Fig. 1: layout detail
Scale bar: 10 µm. Window x 44 to 84, y 1 to 41 µm. Cells in grey, sequential cells in the stronger grey; small squares are vias.
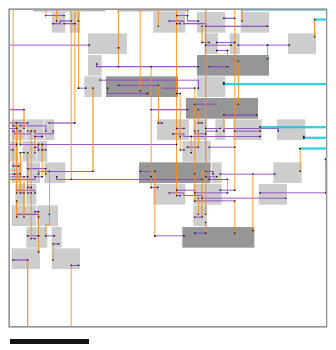
Fig. 2: the metal 1 layer
Scale bar: 20 µm. Supply wires on this layer in grey.
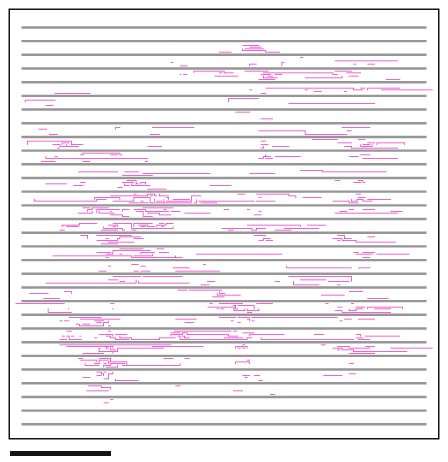
Fig. 3: logic cells by family
Scale bar: 20 µm.
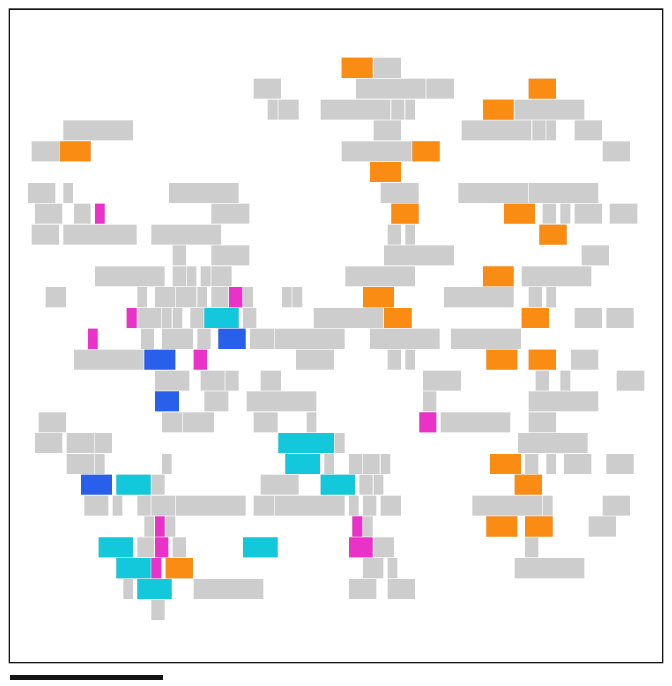
Fig. 4: track usage over the die
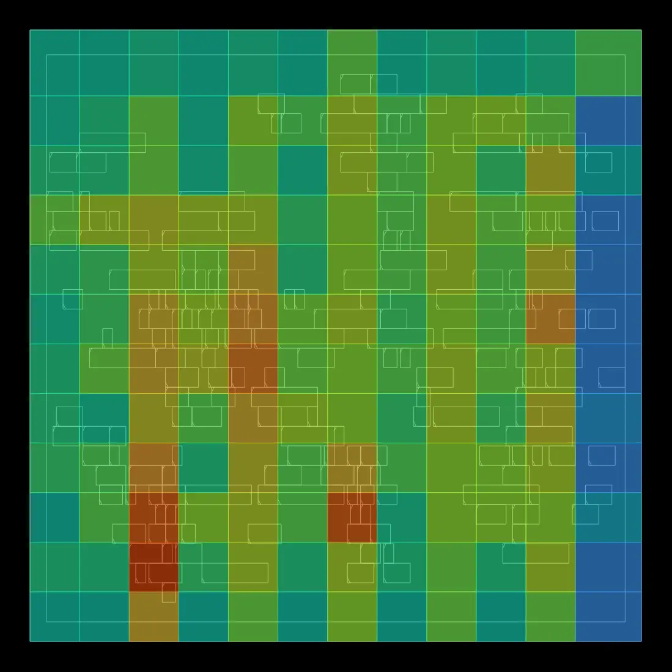
### src/rtl/fifo_stream_reader.sv
// fifo_stream_reader: drains a non-showahead fifo into a framed valid/ready stream with decimation
module fifo_stream_reader #(
  parameter int DWIDTH    = 8,
  parameter int SWIDTH    = 2,
  parameter int FRAME_LEN = 16
) (
  input  logic              clk_i,
  input  logic              rst_i,
  input  logic              start_i,
  input  logic              stop_i,
  input  logic [SWIDTH-1:0] decim_i,
  input  logic              fifo_empty_i,
  input  logic [DWIDTH-1:0] fifo_rddata_i,
  output logic              fifo_rd_o,
  output logic [SWIDTH-1:0] fifo_shift_o,
  output logic [DWIDTH-1:0] m_data_o,
  output logic              m_valid_o,
  output logic              m_last_o,
  input  logic              m_ready_i,
  output logic              busy_o
);
  localparam int CW = $clog2(FRAME_LEN);
  typedef enum logic [1:0] {IDLE, RUN, FINISH, DRAIN} state_t;
  state_t state;
  logic [CW-1:0] cnt, cnt_nx;
  logic in_flight, in_tag, pop, push, at_last;
  logic [1:0] fill;
  logic [2:0] occ;
  logic [DWIDTH:0] skid0, skid1, word;
  assign pop = m_valid_o & m_ready_i;
  assign push = in_flight;
  assign word = {in_tag, fifo_rddata_i};
  assign at_last = cnt == CW'(FRAME_LEN - 1);
  // occupancy counts the word leaving this cycle so a held-high ready sustains one word per cycle
  assign occ = {1'b0, fill} + {2'b0, in_flight} - {2'b0, pop};
  assign fifo_rd_o = (state == RUN || state == FINISH) && !fifo_empty_i && occ < 3'd2;
  assign cnt_nx = fifo_rd_o ? (at_last ? '0 : cnt + 1'b1) : cnt;
  assign m_valid_o = fill != 2'd0;
  assign m_data_o = skid0[DWIDTH-1:0];
  assign m_last_o = skid0[DWIDTH] & m_valid_o;
  assign busy_o = state != IDLE;
  always_ff @(posedge clk_i or posedge rst_i) begin
    if (rst_i) begin
      state <= IDLE;
      cnt <= '0;
      in_flight <= 1'b0;
      in_tag <= 1'b0;
      fill <= 2'd0;
      skid0 <= '0;
      skid1 <= '0;
      fifo_shift_o <= SWIDTH'(1);
    end else begin
      in_flight <= fifo_rd_o;
      if (fifo_rd_o) in_tag <= at_last;
      cnt <= cnt_nx;
      if (pop) skid0 <= (push && fill == 2'd1) ? word : skid1;
      else if (push && fill == 2'd0) skid0 <= word;
      if (push && (pop ? fill == 2'd2 : fill == 2'd1)) skid1 <= word;
      fill <= fill + {1'b0, push} - {1'b0, pop};
      case (state)
        IDLE: if (start_i) begin
          state <= RUN;
          cnt <= '0;
          fifo_shift_o <= (decim_i == '0) ? SWIDTH'(1) : decim_i;
        end
        RUN: if (stop_i) state <= (cnt_nx == '0) ? DRAIN : FINISH;
        FINISH: if (cnt_nx == '0) state <= DRAIN;
        DRAIN: if (fill == 2'd0 && !in_flight) state <= IDLE;
        default: state <= IDLE;
      endcase
    end
  end
endmodule
### config.mk
export PLATFORM = sky130hd
export DESIGN_NAME = fifo_stream_reader
export DESIGN_NICKNAME = d
export VERILOG_FILES = /design/src/rtl/fifo_stream_reader.sv
export SDC_FILE = /design/constraint.sdc
export NUM_CORES = 1
export LEC_CHECK = 0
export CAP_MARGIN = 40
export CORE_MARGIN = 2
export CORE_UTILIZATION = 25
export DETAILED_ROUTE_END_ITERATION = 10
export PLACE_DENSITY = 0.41
export SLEW_MARGIN = 5
export SYNTH_ARGS = -nofsm -noshare
export SYNTH_HDL_FRONTEND = slang
export SYNTH_SLANG_ARGS = --single-unit
### constraint.sdc
create_clock -name clk_i -period 4.15 [get_ports clk_i]
set_input_delay 0.83 -clock clk_i [delete_from_list [all_inputs] [get_ports clk_i]]
set_output_delay 0.83 -clock clk_i [all_outputs]
set_load 0.02 [all_outputs]
==> flow_summary_export.csv <==
group,metric,value,unit
run_status,status,"finished, final reports clean",
power_and_ir_drop,p_leak,0.9634,nW
job,warnings,30,
routing,totalWireLength,3239,µm
job,drv_cap,0,
synthesis,yosysWarnings,0,
power_and_ir_drop,net-switching-power,0.5512,mW
grt,grt_max_degree,31,
placed_design,io_buffers,29,
cts,cts_made_buffers,5,
sta,grt_setup_unrepaired,"no",
sta,finalHoldViolations,0,
synthesis,edf_count,0,
floorplan,core_util_floorplan,0.2587,
power_and_ir_drop,comb_power,0.704,mW
finish,comb_area,767.0,µm²
power_and_ir_drop,clock_power,0.246,mW
sta,fin_crit,4.044,ns
grt,antenna_found_initial,0,
floorplan,core-area,0.006350,mm²
critical_path,crit_required,3.32,ns
finish,fill_cells,653,
cts,clockRootBuffer,"clkbuf_8",
power_and_ir_drop,p_comb_frac,0.490,
cts,postCtsHoldBufs,0,
critical_path,startpoint_type,"input port",
synthesis,yosysChipArea,0.001643,mm²
synthesis,synthFlopType,"dfrtp_1",
floorplan,die_w,85.07,µm
finish,synthToLayoutAreaGrowth,27.57,%
critical_path,end_kind,"output pin",
power_and_ir_drop,clock_power_share,0.171,
synthesis,syn_area,0.001643,mm²
critical_path,cp.arrival,3.21,ns
finish,final_area,0.002096,mm²
placed_design,place_area,0.001996,mm²
grt,grt_pass1_wl,5685,µm
cts,clk_path_buf_depth,2,
power_and_ir_drop,pg_seq,0.486,mW
routing,drt_iter0_markers,37,
cts,clock_latency,0.28,ns
synthesis,async_reset_ff_frac,1.000,
routing,drc,0,
critical_path,timing_worst_setup_path_type,"input port to output pin",
synthesis,synthesis.nets,185,
floorplan,pin_count,30,
cts,tritoncts,"built",
Notes on Fig. 1 above:
M2: shown in orange. M3: shown in cyan. M1: shown in purple.
Netlist names of flops here include skid0 (3), skid1 (2). 45 logic cells have their middle in the window. Sequential cells in the window: 5. Most frequent: clkdlybuf4s50_1 (9), nand2_1 (7), o21ai_0 (6).

Notes on Fig. 2 above:
The layer holds 45% of the routed length. The longest straight run is 22.1 µm. The wires run mostly horizontal.

Notes on Fig. 3 above:
fa/ha/maj cells: shown in cyan, cells 9. non-inverting ao/oa cells: shown in blue, cells 4, where middle left. mux cells: shown in orange, cells 20. nor cells: shown in magenta, cells 11.

Notes on Fig. 4 above:
fin util: 0.3300
met1 Use GR: 0.1175
wire length per cell: 12.04 µm
Tot GR Track Use: 0.1003

-- kinds of logic after synthesis --
kind of cell | share of synthesized area
and+or+nand+nor | 0.1234
AOI/OAI and AO/OA | 0.1203
DFF | 0.4577
buffers and inverters | 0.07997
muxes | 0.1295
adders and majority gates | 0.07312
xor gates and xnor gates | 0.01600
-- timing repair --
item,4_1_cts,5_1_grt
buffers inserted,0,0
resized,5,4
pin swaps,0,2
setup endpoints to repair,1,1
-- synthesized netlist by cell type (2+ instances only) --
library cell  instances  area share
nor2b_1               2      0.0076
or3_1                 2      0.0076
dfrtp_1              29        0.44
ha_1                  8       0.061
nor2_1                6       0.014
xnor2_1               3       0.016
clkbuf_1              2      0.0046
nand3_1               2      0.0061
buf_4                 8       0.037
o21ai_0              13       0.040
a21oi_1               8       0.024
inv_1                14       0.032
nand2_1              20       0.046
mux2_2               10       0.069
nor3_1                3      0.0091
mux2i_1              10       0.061
-- routing by layer --
layer / global-route usage / vias up / part of all wire
met3: 0.03988 / 4 / 0.057
met4: 0.03463 / 0 / 0.010
met1: 0.1175 / 572 / 0.45
met5: 0 / - / 0
met2: 0.1669 / 29 / 0.49
li1: - / 602 / -
-- final timing paths --
path                           start               to  depth (start not counted)
max                        m_ready_i        fifo_rd_o                         10
max reg2reg                  fill[1]         state[0]                         12
max in group asynchronous      rst_i  fifo_shift_o[0]                          3
min                         skid0[3]         skid0[3]                          2
min in group asynchronous      rst_i         skid1[0]                          3
min reg2reg                 skid0[3]         skid0[3]                          2
-- placed cells by master (no fill, tap or decap), drive strengths merged --
cell,n
a211o,1
a211oi,1
a21oi,8
a31oi,1
and2,1
and3,1
buf,7
clkbuf,6
clkdlybuf4s50,28
clkinv,1
clkinvlp,1
dfrtp,29
dfstp,1
fa,1
ha,8
inv,14
mux2,10
mux2i,10
nand2,20
nand3,2
nor2,6
nor2b,2
nor3,3
o211ai,1
o21ai,13
o221a,1
o221ai,1
o311a,1
o311ai,1
o31a,1
o31ai,1
or2,1
or3,4
or3b,1
or4,1
xnor2,3
-- critical path, cell delays in order --
cell             delay [ns]
clkdlybuf4s50_1        0.41
nor2b_2                0.16
ha_1                   0.27
inv_1                  0.04
ha_1                   0.18
fa_1                   0.49
or3b_4                 0.39
or2_4                  0.25
inv_2                  0.06
buf_4                  0.13
-- sequential cells by signal, summed over array words and instances (netlist names) --
register and cells:
fifo_shift_o 2, state 2, in_tag 1, skid0 9, skid1 9, in_flight 1, cnt 4, fill 2
-- metrics by stage --
stage | std cells | hold slack (ns) | setup TNS, ns
2_1_floorplan | 160 | 0.4422 | 0
3_3_place_gp | 261 | 0.4602 | -0.4525
3_5_place_dp | 261 | 0.4728 | -0.4475
4_1_cts | 269 | 0.4888 | 0
5_1_grt | 269 | 0.5081 | 0
6_report | 269 | 0.4805 | 0
-- layout make-up --
cell class	instances	share of cell area
multi-input cells	105	0.3660
inverters	14	0.02507
flip-flops and latches	30	0.3588
well taps	77	0.04597
clock buffers	6	0.03940
clock inverters	2	0.005970
repair buffers	35	0.1588
Power figures rest on the tool's default switching activity, not on a simulated workload.
